Design updown_counter_param, sky130hd; sources not shown.
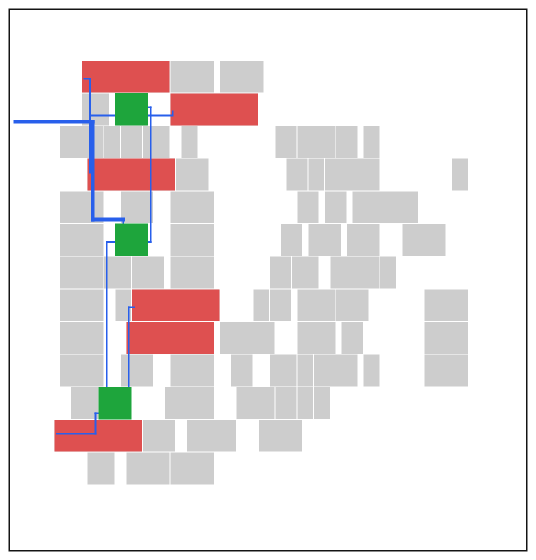
**Above:** clock wires, drivers and flops.
Drawn at 12 px/um.
clock wires: marked blue, length 79.3 um. flip-flops: marked red, count 6. clock drivers: marked green, count 3.
There are 4 routed clock nets.
Latency at later pin: 0.24 ns
clock share of power: 24.4%
clock group power: 0.0000470 W

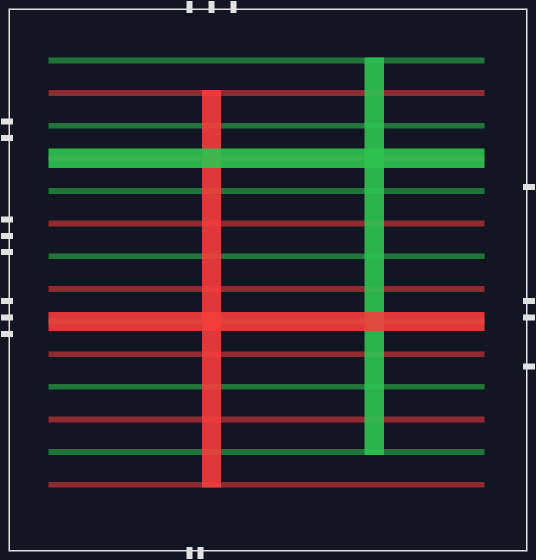
**Above:** PDN straps and rails.
Drawn at 12 px/um. Pins as bars on the die edge.
VDD: marked green. VSS: marked red.
14 met1 rails follow the rows. 2 straps on met4. 17 signal pins sit on the boundary.
CORE AREA: 0.001285 mm^2
Die X: 43 um
Vert. Die Dim: 45 um
Worst VDD drop: 0.0001555 V

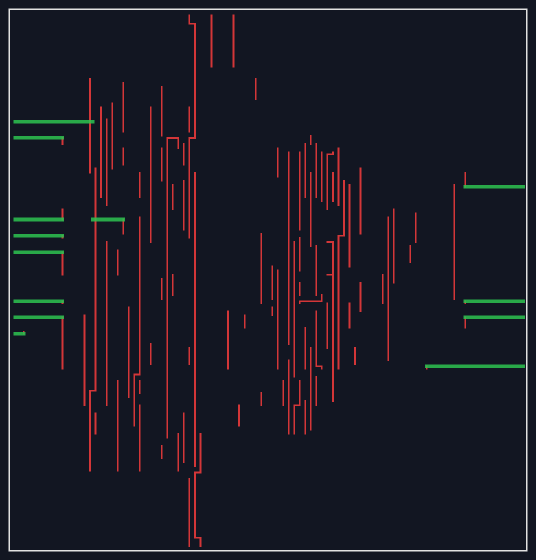
**Above:** wiring by layer.
Drawn at 12 px/um. Two of the layers only.
metal 3: marked green, wire length 55.7 um. metal 2: marked red, wire length 499 um.
Wirelength per Cell: 11.40 um
final WL: 1072 um

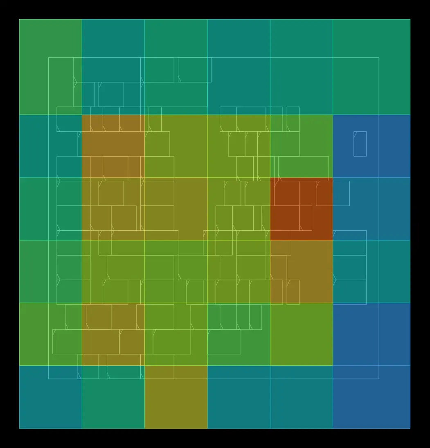
**Above:** routing congestion.
Final Core Density: 53.65%
most used routing layer in global routing: met2
met2 GRT Util: 19.76%
met1 Track Usage GR: 14.42%
aggregate global-route resource usage: 12.23%

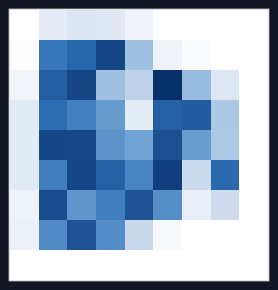
**Above:** cell area per tile.
Drawn at 6 px/um. The die is cut into 9 by 9 equal tiles; white is low, dark blue is high, 0 to 100% covered.
The mean over all tiles is 35%. 22% of the tiles are over 75% full. The fullest tile reaches 100%. 31% of the tiles are nearly empty. The emptiest ninth of the die: bottom right. The densest ninth of the die: middle.
fp util: 39.53%

==> results.yml <==
# flow metrics
run:
  tool_warnings: 27
synthesis:
  fa_ha_area_share_pct: 4.926
  fp_nets: 75
  netlist_instances: 62
  mux_share_pct: 14.78
  flop_cell: "dfxtp_1"
  ys_cells: 62
  yosys-top-cells-count: "6 x dfxtp_1, 6 x inv_1, 6 x mux2i_1"
  synth_area_um2: 508.0
clock_network:
  path_clk_slew_ns: 0.04
  ctsHoldBuffers: 0
  cts_resized: 0
  cts_buffers: 3
cells_and_area:
  largest_register_ffs: 4
  flops: 6
  layout_top_cell: "clkdlybuf4s50_1"
  stdcell_count: 94
  largest_cell_class: "multi-input combinational cells"
  sh_seq_area_pct: 17.42
  diodes: 0
  clock_cell_area_share_pct: 3.267
  clkbuf_count: 3
final_timing:
  rsz0062_at_grt: "no"
  setup_tns_ns: 0
  drv_slew: 0
  relSlewSlack_pct: 35.51
  timing.hold.ws_ns: 0.4212
placed_design:
  gp_congestion: 0.7603
  dp_cells: 91
die:
  ioPinCount: 17
  die_area_mm2: 0.001935
  tap_cells: 15
power_and_ir_drop:
  p_per_area_mw_per_mm2: 279.5
  p_int_w: 0.0001215
  seq-power_w: 0.0000614
  p_switching_w: 0.00007122
  seqPwrFrac_pct: 31.9
setup_path:
  crit_required_ns: 3.77
  ff2ff_path_depth: 7
  critPathLaunchType: "register"
  cp.arrival_ns: 1.90
  cp_max_fo: 9
min_path:
  min_path_cells: 2
detailed_routing:
  drtIter0Drc: 11
  viasPerCell: 5.255
  drt_pre_antenna_iters: 3
  num_vias: 494
status:
  status: "finished clean"
global_routing:
  grt_remaining_overflow: 0
[through the flow]
| stage | instance area [um^2] | setup WS (ns) |
|---|---|---|
| 2_1_floorplan | 508.0 | 1.925 |
| 3_3_place_gp | 666.9 | 2.124 |
| 3_5_place_dp | 666.9 | 2.109 |
| 4_1_cts | 689.4 | 1.853 |
| 5_1_grt | 689.4 | 1.811 |
| 6_report | 689.4 | 1.877 |
[per-layer routing]
layer / vias up / routed length, um / global-route usage (%)
met5: - / 0 / 0
met4: 0 / 8 / 10.84
met2: 12 / 499 / 19.76
met3: 2 / 55 / 1.195
li1: 261 / - / -
met1: 219 / 508 / 14.42
Power and IR drop assume default switching activity.
